### config.mk
export PLATFORM = sky130hd
export DESIGN_NAME = wimuse_replay_flat
export DESIGN_NICKNAME = d
export VERILOG_FILES = /design/src/rtl/wimuse_replay_if.sv /design/src/rtl/wimuse_replay.sv /design/src/flat_wrapper.sv
export SDC_FILE = /design/constraint.sdc
export NUM_CORES = 1
export LEC_CHECK = 0
export CAP_MARGIN = 20
export CORE_MARGIN = 3
export CORE_UTILIZATION = 28
export DETAILED_ROUTE_END_ITERATION = 7
export SYNTH_ARGS = -nofsm -noshare
export SYNTH_HDL_FRONTEND = slang
export SYNTH_SLANG_ARGS = --single-unit
### constraint.sdc
create_clock -name clk -period 3.2 [get_ports clk]
set_input_delay 0.96 -clock clk [delete_from_list [all_inputs] [get_ports clk]]
set_output_delay 0.96 -clock clk [all_outputs]
set_load 0.02 [all_outputs]
### src/rtl/wimuse_replay_if.sv
// Bundle of the FIFO read port and the local sound-chip bus driven by wimuse_replay.
interface wimuse_replay_if;
   logic        enable;
   logic [2:0]  esp_ct;
   logic [2:0]  esp_ad;
   logic [7:0]  esp_dt;
   logic        esp_req;
   logic [2:0]  snd_cs_n;
   logic        snd_a0;
   logic        snd_wr_n;
   logic [7:0]  snd_d;
   logic [7:0]  test_dt;
   logic        busy;
   logic [15:0] replay_cnt;

   modport slave (
      input  enable, esp_ct, esp_ad, esp_dt,
      output esp_req, snd_cs_n, snd_a0, snd_wr_n, snd_d, test_dt, busy, replay_cnt
   );

   modport master (
      output enable, esp_ct, esp_ad, esp_dt,
      input  esp_req, snd_cs_n, snd_a0, snd_wr_n, snd_d, test_dt, busy, replay_cnt
   );
endinterface

### src/rtl/wimuse_replay.sv
// Polls the WiMuse capture FIFO and replays each fresh register write onto the
// local OPLL / PSG / MSX-AUDIO bus; test-code entries only update test_dt.
module wimuse_replay #(
   parameter int SETUP   = 2,
   parameter int STROBE  = 4,
   parameter int HOLD    = 2,
   parameter int WAIT_AW = 4,
   parameter int WAIT_DW = 24,
   parameter int REQ_LOW = 4,
   parameter int SETTLE  = 6
) (
   input logic           clk,
   input logic           rst,
   wimuse_replay_if.slave bus
);

   localparam logic [3:0] ST_IDLE   = 4'd0;
   localparam logic [3:0] ST_SAMPLE = 4'd1;
   localparam logic [3:0] ST_CHECK  = 4'd2;
   localparam logic [3:0] ST_SETUP  = 4'd3;
   localparam logic [3:0] ST_STROBE = 4'd4;
   localparam logic [3:0] ST_HOLD   = 4'd5;
   localparam logic [3:0] ST_WAIT   = 4'd6;
   localparam logic [3:0] ST_REQ_LO = 4'd7;
   localparam logic [3:0] ST_REQ_HI = 4'd8;

   // Word layout: [13:11] counter, [10:8] decoded address, [7:0] data
   logic [13:0] sync1, sync2, sync3;
   logic [13:0] smp;
   logic [3:0]  state;
   logic [7:0]  timer;
   logic [2:0]  last_ct;
   logic        req_q;
   logic [2:0]  cs_n_q;
   logic        a0_q;
   logic        wr_n_q;
   logic [7:0]  d_q;
   logic [7:0]  test_dt_q;
   logic        busy_q;
   logic [15:0] cnt_q;
   logic        stable;
   logic [7:0]  wait_last;

   // Chip-select pattern for a decoded address type (01 OPLL, 10 PSG, 11 MSX-AUDIO)
   function automatic logic [2:0] cs_decode(input logic [1:0] sel);
      logic [2:0] r;
      case (sel)
         2'b01:   r = 3'b110;
         2'b10:   r = 3'b101;
         2'b11:   r = 3'b011;
         default: r = 3'b111;
      endcase
      return r;
   endfunction

   assign stable    = (sync2 == sync3);
   assign wait_last = a0_q ? 8'(WAIT_DW - 1) : 8'(WAIT_AW - 1);

   // Two-stage synchronizer plus one extra stage for the stability compare
   always_ff @(posedge clk) begin
      if (rst) begin
         sync1 <= '0;
         sync2 <= '0;
         sync3 <= '0;
      end else begin
         sync1 <= {bus.esp_ct, bus.esp_ad, bus.esp_dt};
         sync2 <= sync1;
         sync3 <= sync2;
      end
   end

   // Poll / compare / replay sequencer with all bus outputs registered
   always_ff @(posedge clk) begin
      if (rst) begin
         state     <= ST_IDLE;
         timer     <= '0;
         last_ct   <= '0;
         smp       <= '0;
         req_q     <= 1'b1;
         cs_n_q    <= 3'b111;
         a0_q      <= 1'b0;
         wr_n_q    <= 1'b1;
         d_q       <= '0;
         test_dt_q <= '0;
         busy_q    <= 1'b0;
         cnt_q     <= '0;
      end else begin
         case (state)
            ST_IDLE: begin
               timer <= '0;
               if (bus.enable) state <= ST_SAMPLE;
            end
            ST_SAMPLE: begin
               if (!stable) begin
                  timer <= '0;
               end else if (timer == 8'd2) begin
                  timer <= '0;
                  smp   <= sync2;
                  state <= ST_CHECK;
               end else begin
                  timer <= timer + 8'd1;
               end
            end
            ST_CHECK: begin
               timer <= '0;
               if (smp[13:11] == last_ct) begin
                  req_q <= 1'b0;
                  state <= ST_REQ_LO;
               end else begin
                  last_ct <= smp[13:11];
                  cnt_q   <= cnt_q + 16'd1;
                  if (smp[10:9] == 2'b00) begin
                     test_dt_q <= smp[7:0];
                     req_q     <= 1'b0;
                     state     <= ST_REQ_LO;
                  end else begin
                     cs_n_q <= cs_decode(smp[10:9]);
                     a0_q   <= smp[8];
                     d_q    <= smp[7:0];
                     busy_q <= 1'b1;
                     state  <= ST_SETUP;
                  end
               end
            end
            ST_SETUP: begin
               if (timer == 8'(SETUP - 1)) begin
                  timer  <= '0;
                  wr_n_q <= 1'b0;
                  state  <= ST_STROBE;
               end else begin
                  timer <= timer + 8'd1;
               end
            end
            ST_STROBE: begin
               if (timer == 8'(STROBE - 1)) begin
                  timer  <= '0;
                  wr_n_q <= 1'b1;
                  state  <= ST_HOLD;
               end else begin
                  timer <= timer + 8'd1;
               end
            end
            ST_HOLD: begin
               if (timer == 8'(HOLD - 1)) begin
                  timer  <= '0;
                  cs_n_q <= 3'b111;
                  state  <= ST_WAIT;
               end else begin
                  timer <= timer + 8'd1;
               end
            end
            ST_WAIT: begin
               if (timer == wait_last) begin
                  timer  <= '0;
                  busy_q <= 1'b0;
                  req_q  <= 1'b0;
                  state  <= ST_REQ_LO;
               end else begin
                  timer <= timer + 8'd1;
               end
            end
            ST_REQ_LO: begin
               if (timer == 8'(REQ_LOW - 1)) begin
                  timer <= '0;
                  req_q <= 1'b1;
                  state <= ST_REQ_HI;
               end else begin
                  timer <= timer + 8'd1;
               end
            end
            ST_REQ_HI: begin
               if (timer == 8'(SETTLE - 1)) begin
                  timer <= '0;
                  state <= bus.enable ? ST_SAMPLE : ST_IDLE;
               end else begin
                  timer <= timer + 8'd1;
               end
            end
            default: begin
               timer <= '0;
               state <= ST_IDLE;
            end
         endcase
      end
   end

   assign bus.esp_req    = req_q;
   assign bus.snd_cs_n   = cs_n_q;
   assign bus.snd_a0     = a0_q;
   assign bus.snd_wr_n   = wr_n_q;
   assign bus.snd_d      = d_q;
   assign bus.test_dt    = test_dt_q;
   assign bus.busy       = busy_q;
   assign bus.replay_cnt = cnt_q;

endmodule

### src/flat_wrapper.sv
// flat-port wrapper written by rule: the top's interface ports become plain ports
module wimuse_replay_flat 
#(
   parameter int SETUP   = 2,
   parameter int STROBE  = 4,
   parameter int HOLD    = 2,
   parameter int WAIT_AW = 4,
   parameter int WAIT_DW = 24,
   parameter int REQ_LOW = 4,
   parameter int SETTLE  = 6
)
  (clk, rst, bus_enable, bus_esp_ct, bus_esp_ad, bus_esp_dt, bus_esp_req, bus_snd_cs_n, bus_snd_a0, bus_snd_wr_n, bus_snd_d, bus_test_dt, bus_busy, bus_replay_cnt);
  wimuse_replay_if bus_i ();
  input logic clk;
  input logic rst;
  input wire logic [$bits(bus_i.enable)-1:0] bus_enable;
  input wire logic [$bits(bus_i.esp_ct)-1:0] bus_esp_ct;
  input wire logic [$bits(bus_i.esp_ad)-1:0] bus_esp_ad;
  input wire logic [$bits(bus_i.esp_dt)-1:0] bus_esp_dt;
  output wire logic [$bits(bus_i.esp_req)-1:0] bus_esp_req;
  output wire logic [$bits(bus_i.snd_cs_n)-1:0] bus_snd_cs_n;
  output wire logic [$bits(bus_i.snd_a0)-1:0] bus_snd_a0;
  output wire logic [$bits(bus_i.snd_wr_n)-1:0] bus_snd_wr_n;
  output wire logic [$bits(bus_i.snd_d)-1:0] bus_snd_d;
  output wire logic [$bits(bus_i.test_dt)-1:0] bus_test_dt;
  output wire logic [$bits(bus_i.busy)-1:0] bus_busy;
  output wire logic [$bits(bus_i.replay_cnt)-1:0] bus_replay_cnt;
  assign bus_i.enable = bus_enable;
  assign bus_i.esp_ct = bus_esp_ct;
  assign bus_i.esp_ad = bus_esp_ad;
  assign bus_i.esp_dt = bus_esp_dt;
  assign bus_esp_req = bus_i.esp_req;
  assign bus_snd_cs_n = bus_i.snd_cs_n;
  assign bus_snd_a0 = bus_i.snd_a0;
  assign bus_snd_wr_n = bus_i.snd_wr_n;
  assign bus_snd_d = bus_i.snd_d;
  assign bus_test_dt = bus_i.test_dt;
  assign bus_busy = bus_i.busy;
  assign bus_replay_cnt = bus_i.replay_cnt;
  wimuse_replay #(.SETUP(SETUP), .STROBE(STROBE), .HOLD(HOLD), .WAIT_AW(WAIT_AW), .WAIT_DW(WAIT_DW), .REQ_LOW(REQ_LOW), .SETTLE(SETTLE)) u_core (.clk(clk), .rst(rst), .bus(bus_i));
endmodule
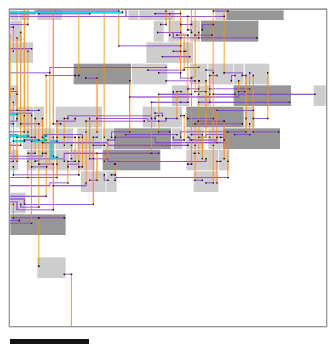
(close-up of the layout)
Bar = 10 um. Region (78, 13) to (118, 53) um. Cells in grey, sequential cells in the stronger grey; small squares are vias.
| colour | layer |
|---|---|
| orange | met2 |
| purple | met1 |
| cyan | met3 |
most frequent: nor2_1 (9), dfxtp_1 (8), nand3_1 (5)
cells with their middle in the window: 47
sequential cells in the window: 8
netlist names of flops here include: u_core.timer (6)

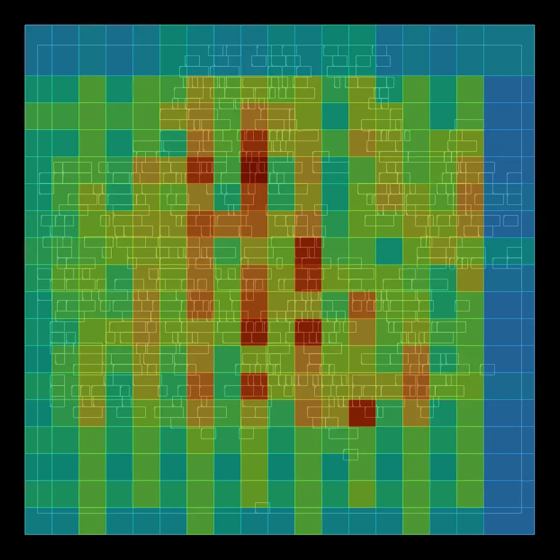
(track usage over the die)
Layout Utilization: 0.3635
met2 Resource Use GR: 0.1753
GRT Max-Usage Layer: met2
met1 Track Usage GR: 0.1383

==> results.py <==
# Generated from Yosys and OpenROAD reports
metrics = {
    "placed_design": {
        "place_ws_ps": 774.6,
        "place_area_sq_mm": 0.005055,
        "place_congestion": 0.8151,
        "dpl.hpwl_mm": 6.257,
    },
    "critical_path": {
        "start_kind": "flop",
        "path_cells": "nand2b_1, o21ai_1, nor4b_2, o311ai_4, or3b_4, a32o_1",
        "reg2reg_depth": 6,
        "worst-path-stages": 6,
        "slowest_delay_ps": 610,
        "criticalPathCategory": "reg2reg",
        "worstSetupStartpoint": "u_core.state[3]",
        "cp_max_fo": 14,
        "r2r_end": "u_core.state[3]",
    },
    "finish": {
        "clk_share": 0.06090,
        "largest_reg_flops": 16,
        "antenna_cells": 0,
        "finalNonFillerCells": 686,
        "nMultiInputCombCells": 310,
        "largest_class": "registers",
        "fin_nets": 518,
        "area.share.combinational": 0.3717,
    },
    "drt": {
        "viasPerCell": 4.678,
        "drt_iter0_drc": 166,
        "ant_nets": 0,
        "drc": 0,
        "first_pass_iters": 4,
    },
    "die": {
        "tap_cells": 184,
        "rows": 44,
        "chipArea_sq_mm": 0.01697,
        "die_y_um": 130.3,
        "coreArea_sq_mm": 0.01481,
    },
    "synthesis": {
        "ys_seq_frac": 0.5093,
        "most_common_cell": "dfxtp_1",
        "yosys_area_sq_mm": 0.004324,
        "ff_type": "dfxtp_1",
        "logic_family": "simple AND/OR/NAND/NOR gates",
        "mux_area_frac": 0.05556,
        "aoi_share": 0.07147,
        "synth_warnings": 0,
        "top_area_cell": "dfxtp_1",
        "ys.flops": 110,
        "xor_area_frac": 0.07697,
        "synth_area_sq_mm": 0.004324,
        "synthTopCellsByArea": "dfxtp_1 51%, nor2b_1 6.7%, xor2_1 6.3%, mux2i_1 5.6%, nor2_1 5.1%",
    },
    "hold_path": {
        "hold_depth": 1,
        "hold_end": "u_core.sync2[1]",
    },
    "cts": {
        "cts_root_buffer": "clkbuf_16",
        "cts_tree": "yes",
        "cts_made_buffers": 9,
        "clock_sinks": 110,
        "cts_setup_buffers": 0,
    },
    "global_routing": {
        "grt_usage": 0.1085,
        "grt_overflow": 0,
        "grt_pass1_wl_mm": 14.86,
    },
    "pwr": {
        "irDropWorstVdd_v": 0.0003357,
        "power.density_mw_per_mm2": 558.8,
        "power.total_mw": 3.008,
    },
    "timing": {
        "clock.fmax_ghz": 0.4027,
        "rsz0062_at_grt": "false",
        "tns_ps": 0,
    },
    "run_status": {
        "status": "complete, no violations",
    },
    "job": {
        "log.warning_count": 28,
    },
}
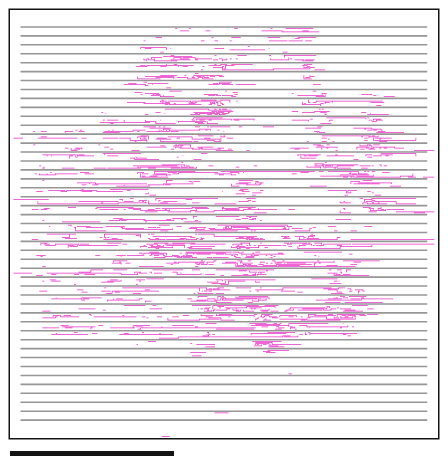
(metal 1)
Bar = 50 um. Supply wires on this layer in grey.
wire length on this layer: 4160 um
share of all routed wire: 47%
nets with wire on the layer: 473
main direction: horizontal
longest straight run: 34.5 um
via count: 3209
final wirelength: 8.835 mm

## metal layers
layer | vias to the layer above | wire (um) | global-route usage
met5 | - | 0 | 0
met4 | 0 | 99 | 0.03545
met3 | 13 | 438 | 0.03316
met2 | 72 | 4132 | 0.1753
met1 | 1501 | 4164 | 0.1383
li1 | 1623 | - | -
## kinds of logic after synthesis
group	count (synthesis)
simple gates	199
buf+inv	28
fa+ha+maj	4
mux	24
compound gates	45
xor+xnor	38
flops	110
## where the power goes
group | switching (mW) | internal, mW
Clock | 0.558 | 0.646
Combinational | 0.187 | 0.158
Sequential | 0.0502 | 1.41
Total | 0.795 | 2.21
No activity file was given, so power comes from the tool's default toggle rates.
